`config.mk`:
```
export PLATFORM = sky130hd
export DESIGN_NAME = pipeline_hazard_ctrl_flat
export DESIGN_NICKNAME = d
export VERILOG_FILES = /design/src/rtl/pipeline_hazard_ctrl_if.sv /design/src/rtl/pipeline_hazard_ctrl.sv /design/src/flat_wrapper.sv
export SDC_FILE = /design/constraint.sdc
export NUM_CORES = 1
export LEC_CHECK = 0
export CAP_MARGIN = 40
export CORE_UTILIZATION = 43
export CTS_CLUSTER_SIZE = 40
export DETAILED_ROUTE_END_ITERATION = 6
export GPL_TIMING_DRIVEN = 0
export HOLD_SLACK_MARGIN = 0.08
export PLACE_DENSITY = 0.8
export SYNTH_ARGS = -nofsm -noshare
export SYNTH_HDL_FRONTEND = slang
export SYNTH_SLANG_ARGS = --single-unit
```
`constraint.sdc`:
```
create_clock -name clk -period 2.8 [get_ports clk]
set_input_delay 0.42 -clock clk [delete_from_list [all_inputs] [get_ports clk]]
set_output_delay 0.42 -clock clk [all_outputs]
set_load 0.01 [all_outputs]
```
`src/rtl/pipeline_hazard_ctrl_if.sv`:
```
// Hazard-control bundle: pipeline-register fields observed by the hazard unit and
// the PC/buffer enables and flushes it drives back into the datapath.
interface pipeline_hazard_ctrl_if #(
    parameter int CNT_W = 16
);
    logic [4:0]       id_rs;
    logic [4:0]       id_rt;
    logic             ex_MemRead;
    logic [4:0]       ex_rt;
    logic             mem_Branch;
    logic             mem_Z_flag;
    logic             mem_MemRead;
    logic             mem_MemWRITE;

    logic             pc_we;
    logic             pc_sel_branch;
    logic             b1_we;
    logic             b2_we;
    logic             b3_we;
    logic             b4_we;
    logic             b1_flush;
    logic             b2_flush;
    logic             b3_flush;
    logic             state;
    logic [CNT_W-1:0] stall_count;

    // Datapath side: presents pipeline fields, consumes controls.
    modport master (
        output id_rs, id_rt, ex_MemRead, ex_rt,
               mem_Branch, mem_Z_flag, mem_MemRead, mem_MemWRITE,
        input  pc_we, pc_sel_branch, b1_we, b2_we, b3_we, b4_we,
               b1_flush, b2_flush, b3_flush, state, stall_count
    );

    // Hazard-unit side.
    modport slave (
        input  id_rs, id_rt, ex_MemRead, ex_rt,
               mem_Branch, mem_Z_flag, mem_MemRead, mem_MemWRITE,
        output pc_we, pc_sel_branch, b1_we, b2_we, b3_we, b4_we,
               b1_flush, b2_flush, b3_flush, state, stall_count
    );
endinterface

```
`src/rtl/pipeline_hazard_ctrl.sv`:
```
// Hazard controller for the 5-stage MIPS pipeline: load-use stalls, taken-branch
// flushes resolved in MEM, and a freeze while a multi-cycle memory access completes.
module pipeline_hazard_ctrl #(
    parameter int MEM_LAT = 3,
    parameter int CNT_W   = 16
) (
    input  logic                  clk,
    input  logic                  rst,
    pipeline_hazard_ctrl_if.slave ctrl
);
    typedef enum logic {
        RUN      = 1'b0,
        MEM_WAIT = 1'b1
    } state_t;

    localparam int WC_W = (MEM_LAT > 2) ? $clog2(MEM_LAT - 1) : 1;
    localparam logic [WC_W-1:0] WAIT_INIT = WC_W'((MEM_LAT > 1) ? MEM_LAT - 2 : 0);
    localparam bit FREEZE_EN = (MEM_LAT > 1);

    state_t           state_r, state_n;
    logic [WC_W-1:0]  wait_cnt, wait_n;
    logic [CNT_W-1:0] stall_q;
    logic             memop, taken, load_use, freeze;

    assign memop    = ctrl.mem_MemRead | ctrl.mem_MemWRITE;
    assign taken    = ctrl.mem_Branch & ctrl.mem_Z_flag;
    assign load_use = ctrl.ex_MemRead && (ctrl.ex_rt != 5'd0) &&
                      ((ctrl.ex_rt == ctrl.id_rs) || (ctrl.ex_rt == ctrl.id_rt));

    always_comb begin
        // NOTE: every output gets a default first so no path leaves one unassigned (no latches).
        freeze  = 1'b0;
        state_n = state_r;
        wait_n  = wait_cnt;

        unique case (state_r)
            RUN: begin
                if (memop && FREEZE_EN) begin
                    freeze  = 1'b1;
                    state_n = MEM_WAIT;
                    wait_n  = WAIT_INIT;
                end
            end
            MEM_WAIT: begin
                // The release cycle must not re-freeze on the op that is just leaving MEM.
                if (wait_cnt != '0) begin
                    freeze = 1'b1;
                    wait_n = wait_cnt - WC_W'(1);
                end else begin
                    state_n = RUN;
                end
            end
            default: state_n = RUN;
        endcase

        ctrl.pc_we         = 1'b1;
        ctrl.pc_sel_branch = 1'b0;
        ctrl.b1_we         = 1'b1;
        ctrl.b2_we         = 1'b1;
        ctrl.b3_we         = 1'b1;
        ctrl.b4_we         = 1'b1;
        ctrl.b1_flush      = 1'b0;
        ctrl.b2_flush      = 1'b0;
        ctrl.b3_flush      = 1'b0;

        if (rst) begin
            ctrl.pc_we    = 1'b0;
            ctrl.b1_we    = 1'b0;
            ctrl.b2_we    = 1'b0;
            ctrl.b3_we    = 1'b0;
            ctrl.b4_we    = 1'b0;
            ctrl.b1_flush = 1'b1;
            ctrl.b2_flush = 1'b1;
            ctrl.b3_flush = 1'b1;
        end else if (freeze) begin
            ctrl.pc_we = 1'b0;
            ctrl.b1_we = 1'b0;
            ctrl.b2_we = 1'b0;
            ctrl.b3_we = 1'b0;
            ctrl.b4_we = 1'b0;
        end else if (taken) begin
            ctrl.pc_sel_branch = 1'b1;
            ctrl.b1_flush      = 1'b1;
            ctrl.b2_flush      = 1'b1;
            ctrl.b3_flush      = 1'b1;
        end else if (load_use) begin
            // One bubble: hold PC and IF/ID, inject a NOP into ID/EX.
            ctrl.pc_we    = 1'b0;
            ctrl.b1_we    = 1'b0;
            ctrl.b2_flush = 1'b1;
        end
    end

    always_ff @(posedge clk) begin
        // NOTE: sequential state uses non-blocking assignments so all registers update together.
        if (rst) begin
            state_r  <= RUN;
            wait_cnt <= '0;
            stall_q  <= '0;
        end else begin
            state_r  <= state_n;
            wait_cnt <= wait_n;
            if (!ctrl.pc_we && (stall_q != '1))
                stall_q <= stall_q + CNT_W'(1);
        end
    end

    assign ctrl.state       = logic'(state_r);
    assign ctrl.stall_count = stall_q;
endmodule

```
`src/flat_wrapper.sv`:
```
// flat-port wrapper written by rule: the top's interface ports become plain ports
module pipeline_hazard_ctrl_flat 
#(
    parameter int MEM_LAT = 3,
    parameter int CNT_W   = 16
)
  (clk, rst, ctrl_id_rs, ctrl_id_rt, ctrl_ex_MemRead, ctrl_ex_rt, ctrl_mem_Branch, ctrl_mem_Z_flag, ctrl_mem_MemRead, ctrl_mem_MemWRITE, ctrl_pc_we, ctrl_pc_sel_branch, ctrl_b1_we, ctrl_b2_we, ctrl_b3_we, ctrl_b4_we, ctrl_b1_flush, ctrl_b2_flush, ctrl_b3_flush, ctrl_state, ctrl_stall_count);
  pipeline_hazard_ctrl_if #(.CNT_W(CNT_W)) ctrl_i ();
  input  logic clk;
  input  logic rst;
  input wire logic [$bits(ctrl_i.id_rs)-1:0] ctrl_id_rs;
  input wire logic [$bits(ctrl_i.id_rt)-1:0] ctrl_id_rt;
  input wire logic [$bits(ctrl_i.ex_MemRead)-1:0] ctrl_ex_MemRead;
  input wire logic [$bits(ctrl_i.ex_rt)-1:0] ctrl_ex_rt;
  input wire logic [$bits(ctrl_i.mem_Branch)-1:0] ctrl_mem_Branch;
  input wire logic [$bits(ctrl_i.mem_Z_flag)-1:0] ctrl_mem_Z_flag;
  input wire logic [$bits(ctrl_i.mem_MemRead)-1:0] ctrl_mem_MemRead;
  input wire logic [$bits(ctrl_i.mem_MemWRITE)-1:0] ctrl_mem_MemWRITE;
  output wire logic [$bits(ctrl_i.pc_we)-1:0] ctrl_pc_we;
  output wire logic [$bits(ctrl_i.pc_sel_branch)-1:0] ctrl_pc_sel_branch;
  output wire logic [$bits(ctrl_i.b1_we)-1:0] ctrl_b1_we;
  output wire logic [$bits(ctrl_i.b2_we)-1:0] ctrl_b2_we;
  output wire logic [$bits(ctrl_i.b3_we)-1:0] ctrl_b3_we;
  output wire logic [$bits(ctrl_i.b4_we)-1:0] ctrl_b4_we;
  output wire logic [$bits(ctrl_i.b1_flush)-1:0] ctrl_b1_flush;
  output wire logic [$bits(ctrl_i.b2_flush)-1:0] ctrl_b2_flush;
  output wire logic [$bits(ctrl_i.b3_flush)-1:0] ctrl_b3_flush;
  output wire logic [$bits(ctrl_i.state)-1:0] ctrl_state;
  output wire logic [$bits(ctrl_i.stall_count)-1:0] ctrl_stall_count;
  assign ctrl_i.id_rs = ctrl_id_rs;
  assign ctrl_i.id_rt = ctrl_id_rt;
  assign ctrl_i.ex_MemRead = ctrl_ex_MemRead;
  assign ctrl_i.ex_rt = ctrl_ex_rt;
  assign ctrl_i.mem_Branch = ctrl_mem_Branch;
  assign ctrl_i.mem_Z_flag = ctrl_mem_Z_flag;
  assign ctrl_i.mem_MemRead = ctrl_mem_MemRead;
  assign ctrl_i.mem_MemWRITE = ctrl_mem_MemWRITE;
  assign ctrl_pc_we = ctrl_i.pc_we;
  assign ctrl_pc_sel_branch = ctrl_i.pc_sel_branch;
  assign ctrl_b1_we = ctrl_i.b1_we;
  assign ctrl_b2_we = ctrl_i.b2_we;
  assign ctrl_b3_we = ctrl_i.b3_we;
  assign ctrl_b4_we = ctrl_i.b4_we;
  assign ctrl_b1_flush = ctrl_i.b1_flush;
  assign ctrl_b2_flush = ctrl_i.b2_flush;
  assign ctrl_b3_flush = ctrl_i.b3_flush;
  assign ctrl_state = ctrl_i.state;
  assign ctrl_stall_count = ctrl_i.stall_count;
  pipeline_hazard_ctrl #(.MEM_LAT(MEM_LAT), .CNT_W(CNT_W)) u_core (.clk(clk), .rst(rst), .ctrl(ctrl_i));
endmodule
```
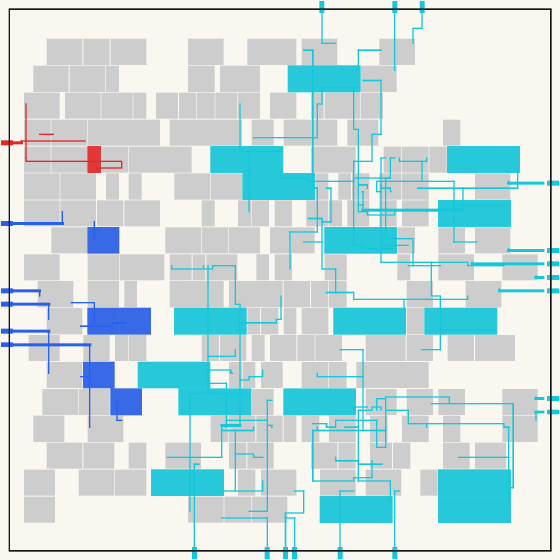
port_trees.png
Key: red = ctrl_b4_we [direction output, edge west, end cells 1, buffers 2, wire 27.3 um]; cyan = ctrl_stall_count [direction output, edge 7 east, 6 south, 3 north, end cells 16, buffers 16, wire 606 um]; blue = ctrl_id_rs [direction input, edge west, end cells 5, buffers 5, wire 52.1 um]
Port Buf Inserts: 47
Ports: 48

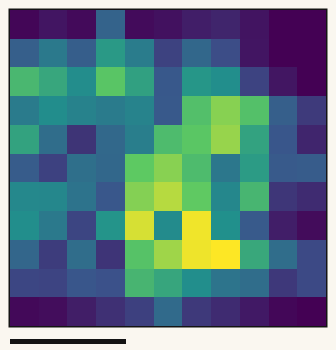
route_heat.png
Bar = 20 um. 11 x 11 tiles, from dark purple (low) to yellow (high), scaled to the fullest tile. Values are wire area over tile area, all layers added.
The fullest tile reaches 0.43. The densest ninth of the die: centre. 26% of the tiles are over half the peak. The emptiest ninth of the die: north-east. The mean over all tiles is 0.16.
vias: 1251
WL final: 2.92 mm
gr usage total: 21.9%
routed len/inst: 13.3 um

==> results.yml <==
# generated from flow reports
timing:
  setup_violations: 0
  fin_crit_sh_pct: 94.1
  layout_min_cycle_time_ps: 2630
  maxSlewHeadroom_pct: 67.9
  worst_pin_slew_ps: 481
  max_freq_mhz: 380
  slew_viol_final: 0
global_route:
  gr-total-overflow: 0
detailed_routing:
  dr.pass1.iters: 6
  drt_iter0_markers: 24
  highest_layer: "met4"
clock_network:
  clock.latency.late_pin_ps: 300
outcome:
  status: "finished clean"
power_and_ir_drop:
  p_per_area_nw_per_um2: 343
  vdd_drop_max_uv: 273
  p_leak_nw: 0.596
critical_path:
  required_ps: 2380
  cp_max_fo: 20
  reg2reg_from: "u_core.ctrl.stall_count[2]"
placement:
  hpwl_mm: 2.31
layout:
  finalNetCount: 213
yosys:
  ys_seq_share_pct: 30.3
  fp_nets: 161
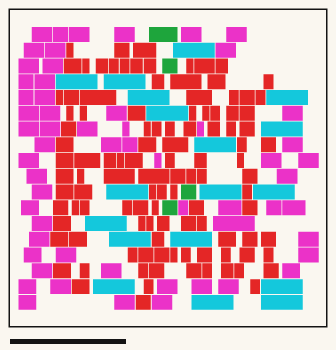
class_map.png
Bar = 20 um.
Key: red = remaining logic cells [cells 109]; cyan = registers [cells 18]; magenta = remaining buffers and delay cells [cells 58]; green = clock drivers and dummy loads [cells 4]

-- where the power goes --
group	internal, mW	switching [mW]
clock	0.0794	0.0853
sequential	0.264	0.00834
combinational	0.0881	0.0644
total	0.431	0.158
-- per-stage QoR --
stage | total power [mW] | TNS (ps) | hold WS, ps | worst slack, ps | cell area, sq um
final | 0.589 | 0 | 501 | 165 | 1720
after global routing | 0.622 | 0 | 525 | 87.7 | 1720
after CTS | 0.598 | 0 | 496 | 27.7 | 1730
after detailed placement | 0.437 | -964 | 482 | -525 | 1700
after global placement | 0.433 | -929 | 460 | -506 | 1700
after floorplan | 0.358 | 0 | 486 | 577 | 1190
-- logic make-up after synthesis --
family,synth area share [%]
buffers and inverters,9.48
AND-OR/OR-AND,20.7
XOR/XNOR,7.38
multiplexers,3.48
flip-flops,30.3
adder cells (fa/ha/maj),1.05
AND/OR/NAND/NOR,27.6
-- cell usage in the layout (no fill, tap or decap), types with 2 or more instances in the layout --
cell type and instances:
nand3_1 13, a21oi_1 11, clkbuf_4 3, nor3_1 2, xnor2_1 10, nor2_1 7
inv_1 3, mux2_4 2, dfxtp_1 18, nand2_1 9, o31ai_1 10, and3_1 3
o21ai_1 2, clkbuf_1 2, nand2b_1 2, buf_4 5, nand4_1 2, clkdlybuf4s50_1 41
dlygate4sd2_1 5, nor2b_1 3, or4_1 11
-- worst min path at each step --
stage	to	slack [ps]	start
2_1_floorplan	u_core.wait_cnt	490	u_core.wait_cnt
3_3_place_gp	u_core.wait_cnt	460	u_core.ctrl.state
3_5_place_dp	u_core.wait_cnt	480	u_core.ctrl.state
4_1_cts	u_core.wait_cnt	500	u_core.ctrl.state
5_1_grt	u_core.wait_cnt	520	u_core.ctrl.state
6_report	u_core.wait_cnt	500	u_core.ctrl.state
-- critical path: stages --
cell	delay [ps]
dlygate4sd2_1	270
or4_1	530
o21a_1	210
a31o_4	270
inv_6	60
buf_12	140
buf_4	110
clkdlybuf4s15_2	200
-- repair_timing --
action                                  CTS  global route
pin swaps                                 1             2
resized                                   8             0
endpoints found under the hold margin     0             0
setup buffers                             1             0
endpoints found under the setup margin    2             1
-- per-layer routing --
metal / track usage (%) / up-vias
met1: 25.3 / 579
met4: 9.40 / 0
met5: 0 / -
met2: 39.8 / 55
li1: - / 615
met3: 3.06 / 2
-- registers in the layout, summed over array words and instances, names as in the netlist --
register and count:
u_core.ctrl.stall_count 16, u_core.ctrl.state 1, u_core.wait_cnt 1
-- layout make-up --
type | count | area, sq um
plain buffers | 10 | 77.6
clock buffers | 4 | 36.3
fillers | 218 | 826
inverters | 4 | 20.0
multi-input cells | 105 | 714
flip-flops and latches | 18 | 360
well taps | 30 | 37.5
repair buffers | 48 | 473
Power figures rest on the tool's default switching activity, not on a simulated workload.
